Fig. 1: run 1, wires at chosen ports, followed through buffers
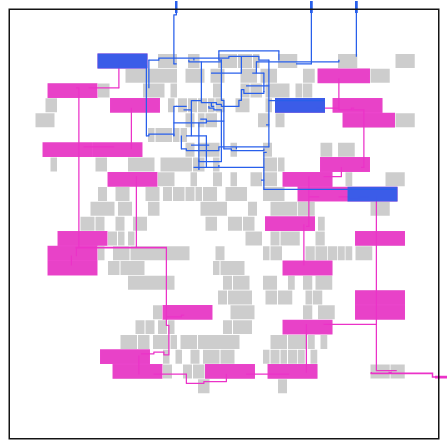
Fig. 2: run 1, clock distribution
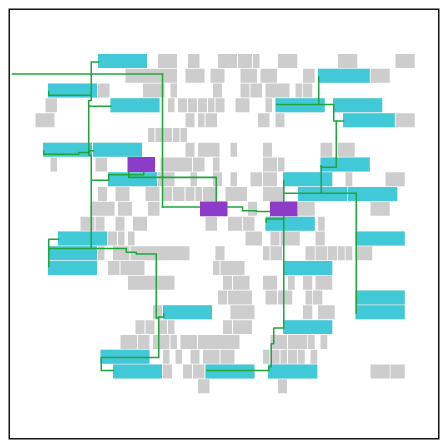
Fig. 3: run 1, metal layers overlaid
The bar under the picture is 20 um long.
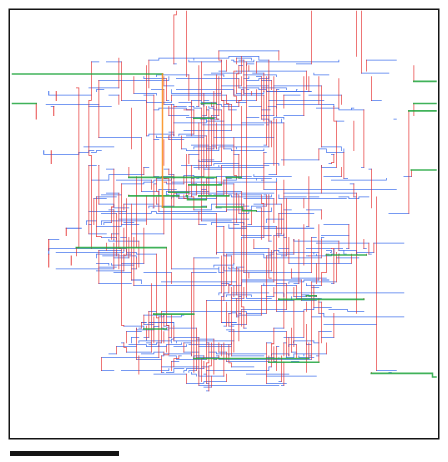
[src/rtl/ddr_rst_sequencer.sv]
// DDR2 reset sequencer: synchronises reset release and PLL lock, then steps the
// controller and user resets out in order around calibration, with a timeout trap.
module ddr_rst_sequencer #(
    parameter int SYNC_STAGES  = 2,
    parameter int PWRUP_CYCLES = 200,
    parameter int STAGE_GAP    = 16,
    parameter int CAL_TIMEOUT  = 4096
) (
    input  logic       clk,
    input  logic       rstN,
    input  logic       pllLocked,
    input  logic       calDone,
    output logic       rstCtrl,
    output logic       rstUser,
    output logic       calStart,
    output logic       ready,
    output logic       calErr,
    output logic [2:0] state
);

    typedef enum logic [2:0] {
        S_RST      = 3'd0,
        S_WAITLOCK = 3'd1,
        S_PWRUP    = 3'd2,
        S_RELCTRL  = 3'd3,
        S_CAL      = 3'd4,
        S_RELUSER  = 3'd5,
        S_READY    = 3'd6,
        S_ERR      = 3'd7
    } state_t;

    localparam logic [15:0] PWRUP_LD = 16'(PWRUP_CYCLES - 1);
    localparam logic [15:0] GAP_LD   = 16'(STAGE_GAP - 1);
    localparam logic [15:0] CAL_LD   = 16'(CAL_TIMEOUT - 1);

    logic [SYNC_STAGES-1:0] rst_sync_q;
    logic [SYNC_STAGES-1:0] lock_sync_q, lock_sync_d;
    logic                   int_rst_n, lock_s;
    state_t                 state_q, state_d;
    logic [15:0]            cnt_q, cnt_d;
    logic                   rst_ctrl_q, rst_ctrl_d;
    logic                   rst_user_q, rst_user_d;
    logic                   cal_start_q, cal_start_d;
    logic                   ready_q, ready_d;
    logic                   cal_err_q, cal_err_d;

    // Assert asynchronously, release after SYNC_STAGES clean edges.
    always_ff @(posedge clk or negedge rstN) begin
        if (!rstN) rst_sync_q <= '0;
        else       rst_sync_q <= {rst_sync_q[SYNC_STAGES-2:0], 1'b1};
    end

    assign int_rst_n   = rst_sync_q[SYNC_STAGES-1];
    assign lock_sync_d = int_rst_n ? {lock_sync_q[SYNC_STAGES-2:0], pllLocked} : '0;
    assign lock_s      = lock_sync_q[SYNC_STAGES-1];

    always_comb begin
        state_d = state_q;
        cnt_d   = cnt_q;
        if (!int_rst_n) begin
            state_d = S_RST;
            cnt_d   = '0;
        end else begin
            case (state_q)
                S_RST: state_d = S_WAITLOCK;
                S_WAITLOCK: begin
                    if (lock_s) begin
                        state_d = S_PWRUP;
                        cnt_d   = PWRUP_LD;
                    end
                end
                S_PWRUP, S_RELCTRL, S_CAL, S_RELUSER, S_READY: begin
                    if (!lock_s) begin
                        state_d = S_WAITLOCK;
                        cnt_d   = '0;
                    end else if (state_q == S_CAL && calDone) begin
                        state_d = S_RELUSER;
                        cnt_d   = GAP_LD;
                    end else if (state_q == S_READY) begin
                        state_d = S_READY;
                    end else if (cnt_q == 16'd0) begin
                        case (state_q)
                            S_PWRUP:   begin state_d = S_RELCTRL; cnt_d = GAP_LD; end
                            S_RELCTRL: begin state_d = S_CAL;     cnt_d = CAL_LD; end
                            S_CAL:     state_d = S_ERR;
                            default:   state_d = S_READY;
                        endcase
                    end else begin
                        cnt_d = cnt_q - 16'd1;
                    end
                end
                S_ERR:   state_d = S_ERR;
                default: state_d = S_RST;
            endcase
        end
    end

    // Outputs are registered from the next state so they line up with state_q.
    always_comb begin
        rst_ctrl_d  = !(state_d inside {S_RELCTRL, S_CAL, S_RELUSER, S_READY});
        rst_user_d  = (state_d != S_READY);
        ready_d     = (state_d == S_READY);
        cal_start_d = (state_q == S_RELCTRL) && (state_d == S_CAL);
        cal_err_d   = (state_d == S_ERR);
    end

    always_ff @(posedge clk or negedge rstN) begin
        if (!rstN) begin
            lock_sync_q <= '0;
            state_q     <= S_RST;
            cnt_q       <= '0;
            rst_ctrl_q  <= 1'b1;
            rst_user_q  <= 1'b1;
            cal_start_q <= 1'b0;
            ready_q     <= 1'b0;
            cal_err_q   <= 1'b0;
        end else begin
            lock_sync_q <= lock_sync_d;
            state_q     <= state_d;
            cnt_q       <= cnt_d;
            rst_ctrl_q  <= rst_ctrl_d;
            rst_user_q  <= rst_user_d;
            cal_start_q <= cal_start_d;
            ready_q     <= ready_d;
            cal_err_q   <= cal_err_d;
        end
    end

    assign rstCtrl  = rst_ctrl_q;
    assign rstUser  = rst_user_q;
    assign calStart = cal_start_q;
    assign ready    = ready_q;
    assign calErr   = cal_err_q;
    assign state    = state_q;

endmodule

[config.mk]
export PLATFORM = sky130hd
export DESIGN_NAME = ddr_rst_sequencer
export DESIGN_NICKNAME = d
export VERILOG_FILES = /design/src/rtl/ddr_rst_sequencer.sv
export SDC_FILE = /design/constraint.sdc
export NUM_CORES = 1
export LEC_CHECK = 0
export CORE_MARGIN = 4
export CORE_UTILIZATION = 35
export DETAILED_ROUTE_END_ITERATION = 12
export MAX_ROUTING_LAYER = met4
export PLACE_DENSITY_LB_ADDON = 0.08
export SLEW_MARGIN = 30
export SYNTH_ARGS = -nofsm -noshare
export SYNTH_HDL_FRONTEND = slang
export SYNTH_SLANG_ARGS = --single-unit
[constraint.sdc]
create_clock -name clk -period 4.25 [get_ports clk]
set_input_delay 0.425 -clock clk [delete_from_list [all_inputs] [get_ports clk]]
set_output_delay 0.425 -clock clk [all_outputs]
set_load 0.1 [all_outputs]
==> notes.org, run 1 <==
* Flow results

** Outcome
- Status :: finished clean

** Setup path
- Critical path launch point type :: flop
- For the worst flop-to-flop path, the logic depth is 8.
- Worst Setup End Kind :: primary output
- Worst Setup EP :: state[2]
- Arr. time, crit path :: 2.17 ns
- Largest stage delay, worst path :: 1.23 ns

** Cells and area
- The layout has 505 filler cells.
- The final layout report lists a clock buffer count of 3.
- Final Cell Area :: 1970 um2
- Number of inserted diodes :: 0
- Area Growth Syn to Fin :: 12.2%
- Combinational gates :: 143
- Number of flip-flops in the largest register :: 16
- Per the final layout report, the fraction of cells sized above drive strength 1 comes to 10.3%.
- Core utilization of the finished layout :: 41.1%

** Clocking
- Per the CTS log, the maximum H-tree level is 1.
- Number of clock buffers inserted by TritonCTS :: 3
- Looking at the worst setup and hold paths, the clock pins of their registers show a slew of 0.10 ns.

** Synth
- Multiplexer cells account for 0% of the synthesized area.
- Post-synthesis chip area from yosys :: 1750 um2
- By area the synthesized netlist is led by sky130_fd_sc_hd__dfrtp_1 (37%), sky130_fd_sc_hd__nor2_1 (3.6%), sky130_fd_sc_hd__o21ai_0 (3.1%).
- Cell count listed in synth_stat.txt :: 189
- Of the total synthesized cell area, the portion taken by AND, OR, NAND and NOR gates is 26.6%.
- Most frequent cells after synthesis :: sky130_fd_sc_hd__dfrtp_1 (26), sky130_fd_sc_hd__nor2_1 (17), sky130_fd_sc_hd__nand2_1 (13)
- Top comb family, area :: simple AND/OR/NAND/NOR gates
- Post-synthesis sequential element count :: 28

** Power
- The flow reports that sequential cells draw 46.9% of the design power.
- Sequential power :: 0.281 mW
- The switching component of the power was reported as 0.167 mW.
- Combinational logic burns 18.1% of the power.

** Timing
- The worst path in the final design needs a cycle of 2.60 ns, including I/O delays and setup.
- OpenROAD reports that the post-layout worst path occupies 61.1% of the period.
- Setup slack on the critical path of the routed design comes to 1.65 ns.
- Slew at the pin closest to its max-slew limit :: 0.985 ns

** Drt
- Number of design-rule violations left by the first detailed-router iteration :: 121
- For this sky-water flow run, the detailed-routed wirelength per cell is reported as 15.8 um.
- Wires add up to 4.12 mm.
- Summed over all nets, wire length on met3 after detailed routing comes to 215 um.

** Floorplan
- Die height :: 78.7 um
- Number of well taps :: 67

** Place
- The number of placed instances, taps included, is 257.

** GRT
- Per the GRT congestion report, total overflow comes to 0.
- Number of antenna violations at the first check in global routing :: 0
- The via count of the first global-routing pass was 1,382.
Back to the opening pictures, Fig. 1:
Blue marks state, bits 3, direction output, end cells 3, buffers 3, wire 344 um. Magenta marks rstN, bits 1, direction input, end cells 28, buffers 2, wire 269 um.
top-level port count: 12
number of port buffers: 11

Back to the opening pictures, Fig. 2:
Cyan marks flip-flops, count 28. Green marks clock wires, length 362 um. Purple marks clock drivers, count 3.
Position of the flops: spread over the die. There are 4 routed clock nets.
Clk power: 0.210 mW
post-route clock skew: 0.00561 ns
worst-skew pair later-pin latency: 0.28 ns

Back to the opening pictures, Fig. 3:
Orange marks metal 4, wire length 24.5 um. Blue marks metal 1, wire length 2,030 um. Red marks metal 2, wire length 1,860 um. Green marks metal 3, wire length 216 um.

Fig. 4: run 1, ports around the boundary
Pins as bars across the die edge, other pins in grey.
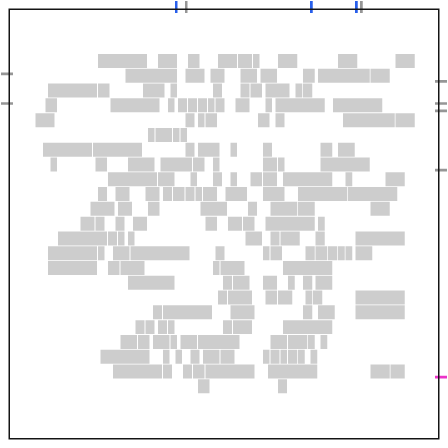

--- run 2 (diff from run 1) ---
==> constraint.sdc (replaced) <==
create_clock -name clk -period 2.4 [get_ports clk]
set_input_delay 0.24 -clock clk [delete_from_list [all_inputs] [get_ports clk]]
set_output_delay 0.24 -clock clk [all_outputs]
set_load 0.1 [all_outputs]
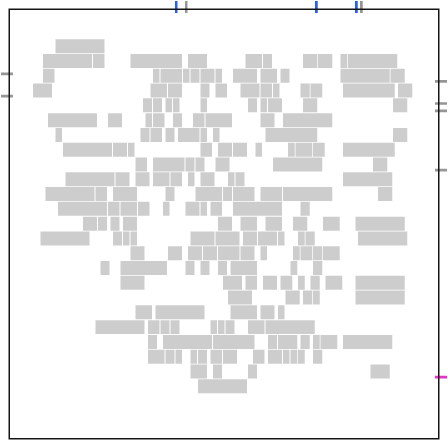
Fig. 5. Ports around the boundary (run 2).
Pins as bars across the die edge, other pins in grey.
Blue marks state, pins 3, direction output, edge top. Magenta marks rstN, pins 1, direction input, edge right.
die height: 78.7 um
die width: 78.7 um

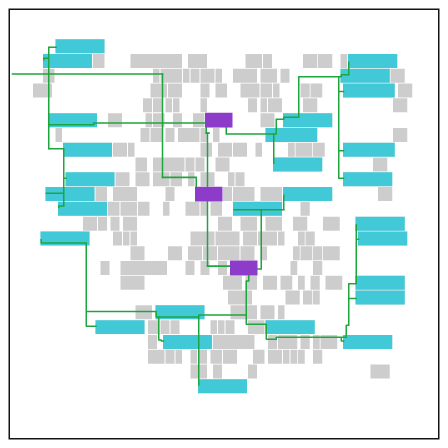
Fig. 6. Clock distribution (run 2).
Purple marks clock drivers, count 3. Cyan marks flip-flops, count 28. Green marks clock wires, length 391 um.
There are 4 routed clock nets.

==> run 2 against run 1 <==
Effect of this change:
- synthesized cell count did not move
- area after synthesis did not move
- sequential share of layout area fell by 1.1 points
- combinational power rose by 110%
- worst hold slack improved by 0.0087 ns
- cell count rose by 5.0%
- via count barely moved
- sequential cell count did not move
- non-clock buffer count rose by 13
- first-iteration DRC count rose by 60%
- global-route usage rose by 0.28 points
- highest routed layer unchanged
==> notes.org, run 2 <==
* Flow results

** Outcome
- The run finished with clean final reports.

** Drt
- The wire length on met3 was 151 um (-30%).
- Number of design-rule violations left by the first detailed-router iteration :: 193 (+60%)
- The routed wirelength normalized by instance count came to 15.1 um (-4.5%).

** Clocking
- The clock latency on the worst-skew pair is 0.28 ns (about the same).
- Number of clock buffers inserted by TritonCTS :: 3 (unchanged)

** Synth
- Most frequent cells after synthesis :: sky130_fd_sc_hd__dfrtp_1 (26), sky130_fd_sc_hd__nor2_1 (17), sky130_fd_sc_hd__nand2_1 (13)
- Post-synthesis chip area from yosys :: 1750 um2 (unchanged)
- After synthesis, the cell types taking the most area are sky130_fd_sc_hd__dfrtp_1 (37%), sky130_fd_sc_hd__nor2_1 (3.6%), sky130_fd_sc_hd__o21ai_0 (3.1%).

** Setup path
- Arr. time, crit path :: 2.43 ns (+0.26 ns)
- The worst setup path is captured at a flop.
- The depth of the most critical reg-to-reg path was 9 (+1).

** Power
- The share of total power in combinational logic came to 21.9% (+3.8 points).
- The power dissipated in the clock network is 0.301 mW (+43%).
- The share of total power in sequential cells was 48.6% (+1.7 points).
- The power of the sequential group was 0.495 mW (+76%).

** Cells and area
- The final standard cell area without fillers is 2030 um2 (+3.3%).
- The combinational gate count came to 143 (unchanged).

** Place
- Placed cells :: 268 (+4.3%)

** GRT
- Overflow left after global routing :: 0 (unchanged)
- Vias in the first global route :: 1,445 (+4.6%)

** Timing
- The minimum setup slack in the final design is 0.180 ns (-1.47 ns).
- Slew at the pin closest to its max-slew limit :: 0.889 ns (-0.0960 ns)
--- run 3 (diff from run 2) ---
--- a/config.mk
+++ b/config.mk
@@ -7,6 +7,7 @@
 export LEC_CHECK = 0
 export CORE_MARGIN = 4
 export CORE_UTILIZATION = 35
+export CTS_BUF_LIST = sky130_fd_sc_hd__clkbuf_8
 export DETAILED_ROUTE_END_ITERATION = 12
 export MAX_ROUTING_LAYER = met4
 export PLACE_DENSITY_LB_ADDON = 0.08
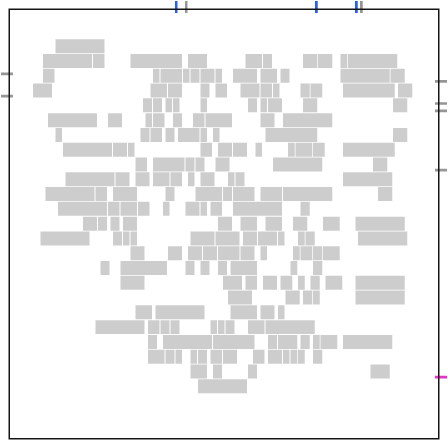
Fig. 7. Ports around the boundary (run 3).
Pins as bars across the die edge, other pins in grey.

==> run 3 against run 2 <==
Effect of this change:
- non-clock buffer count unchanged
- routed wire length unchanged
- area after synthesis unchanged
- clock skew did not move
- critical path depth is the same
- utilization unchanged
- first-iteration DRC count unchanged
- count of clock-buffer cells in the layout is the same
- worst setup slack stayed put
- via count did not move
- total power unchanged
==> notes.org, run 3 <==
* Flow results

** Setup path
- Depth of the worst register-to-register path :: 9 (unchanged)
- The arrival time reported for the critical path endpoint was 2.43 ns (about the same).
- The worst setup path is of the flop to flop kind.
- Looking at the reg2reg group, the worst path ends at rstCtrl.
- Worst Setup End Kind :: flop

** Cells and area
- Fraction of area in multi-input gates :: 47.6%
- Final Cell Area :: 2030 um2 (unchanged)
- The filler cells instantiated in the layout total 474.
- Clock Network Area Fraction :: 2.71%
- The combinational gate count came to 143 (unchanged).

** Floorplan
- The die width was 78.7 um (unchanged).
- Die height :: 78.7 um (unchanged)
- Top-level port count :: 12
- The chip occupies 6200 um2.

** Synth
- Largest cells by area after synthesis :: sky130_fd_sc_hd__dfrtp_1 (37%), sky130_fd_sc_hd__nor2_1 (3.6%), sky130_fd_sc_hd__o21ai_0 (3.1%)
- After synthesis, the design contains 189 cells according to Yosys.
- Fraction of post-synthesis cell area in the top cell type by area :: 37.1%
- Looking at the gate-level netlist, the highest instance count belongs to sky130_fd_sc_hd__dfrtp_1.
- The post-synth area from yosys stat came to 1750 um2 (unchanged).
- The synthesis run shows the most used standard cells to be sky130_fd_sc_hd__dfrtp_1 (26), sky130_fd_sc_hd__nor2_1 (17), sky130_fd_sc_hd__nand2_1 (13).

** Drt
- The violation count after the first detailed-routing iteration came to 193 (unchanged).
- In the per-layer summary, the met1 wirelength comes to 2.07 mm.
- Met3 wirelength from detailed routing :: 151 um (unchanged)
- The routed wirelength normalized by instance count was 15.1 um (unchanged).

** Power
- The power dissipated in the clock network is 0.301 mW (about the same).
- Share of total power in combinational logic :: 21.9% (about the same)
- The share of total power in sequential cells came to 48.6% (about the same).
- The power of the sequential group came to 0.495 mW (about the same).
- The highest supply drop recorded on VDD is 0.208 mV.

** GRT
- GRT Overall Usage :: 14.7%
- Overflow left after global routing :: 0 (unchanged)
- Vias in the first global route :: 1,445 (unchanged)
- Met3 layer usage reported by global route :: 1.59%

** Flow run
- Summing over the stages, the warning tally comes to 27.
- Total of max-cap violations :: 0

** Timing
- The transition time of the tightest slew-check pin is 0.889 ns (unchanged).
- The minimum setup slack in the final design was 0.180 ns (unchanged).

** Outcome
- Status :: finished clean

** Clocking
- Worst-skew pair later-pin latency :: 0.28 ns (about the same)
- The clock buffer count from CTS is 3 (unchanged).
- Buffers inserted to repair hold after CTS numbered 0.

** Place
- Number of port buffers :: 11
- Placed cells :: 268 (unchanged)
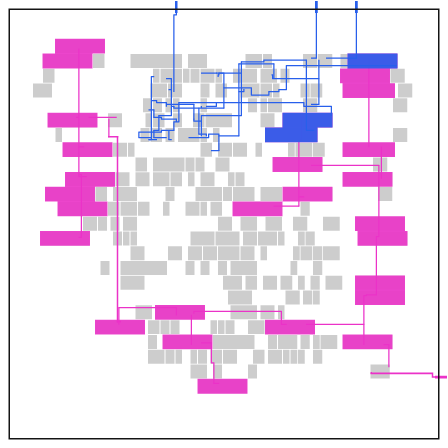
Fig. 8. Wires at chosen ports, followed through buffers (run 3).
Magenta marks rstN, bits 1, direction input, end cells 28, buffers 3, wire 255 um. Blue marks state, bits 3, direction output, end cells 3, buffers 4, wire 318 um.

Power and IR drop assume default switching activity.
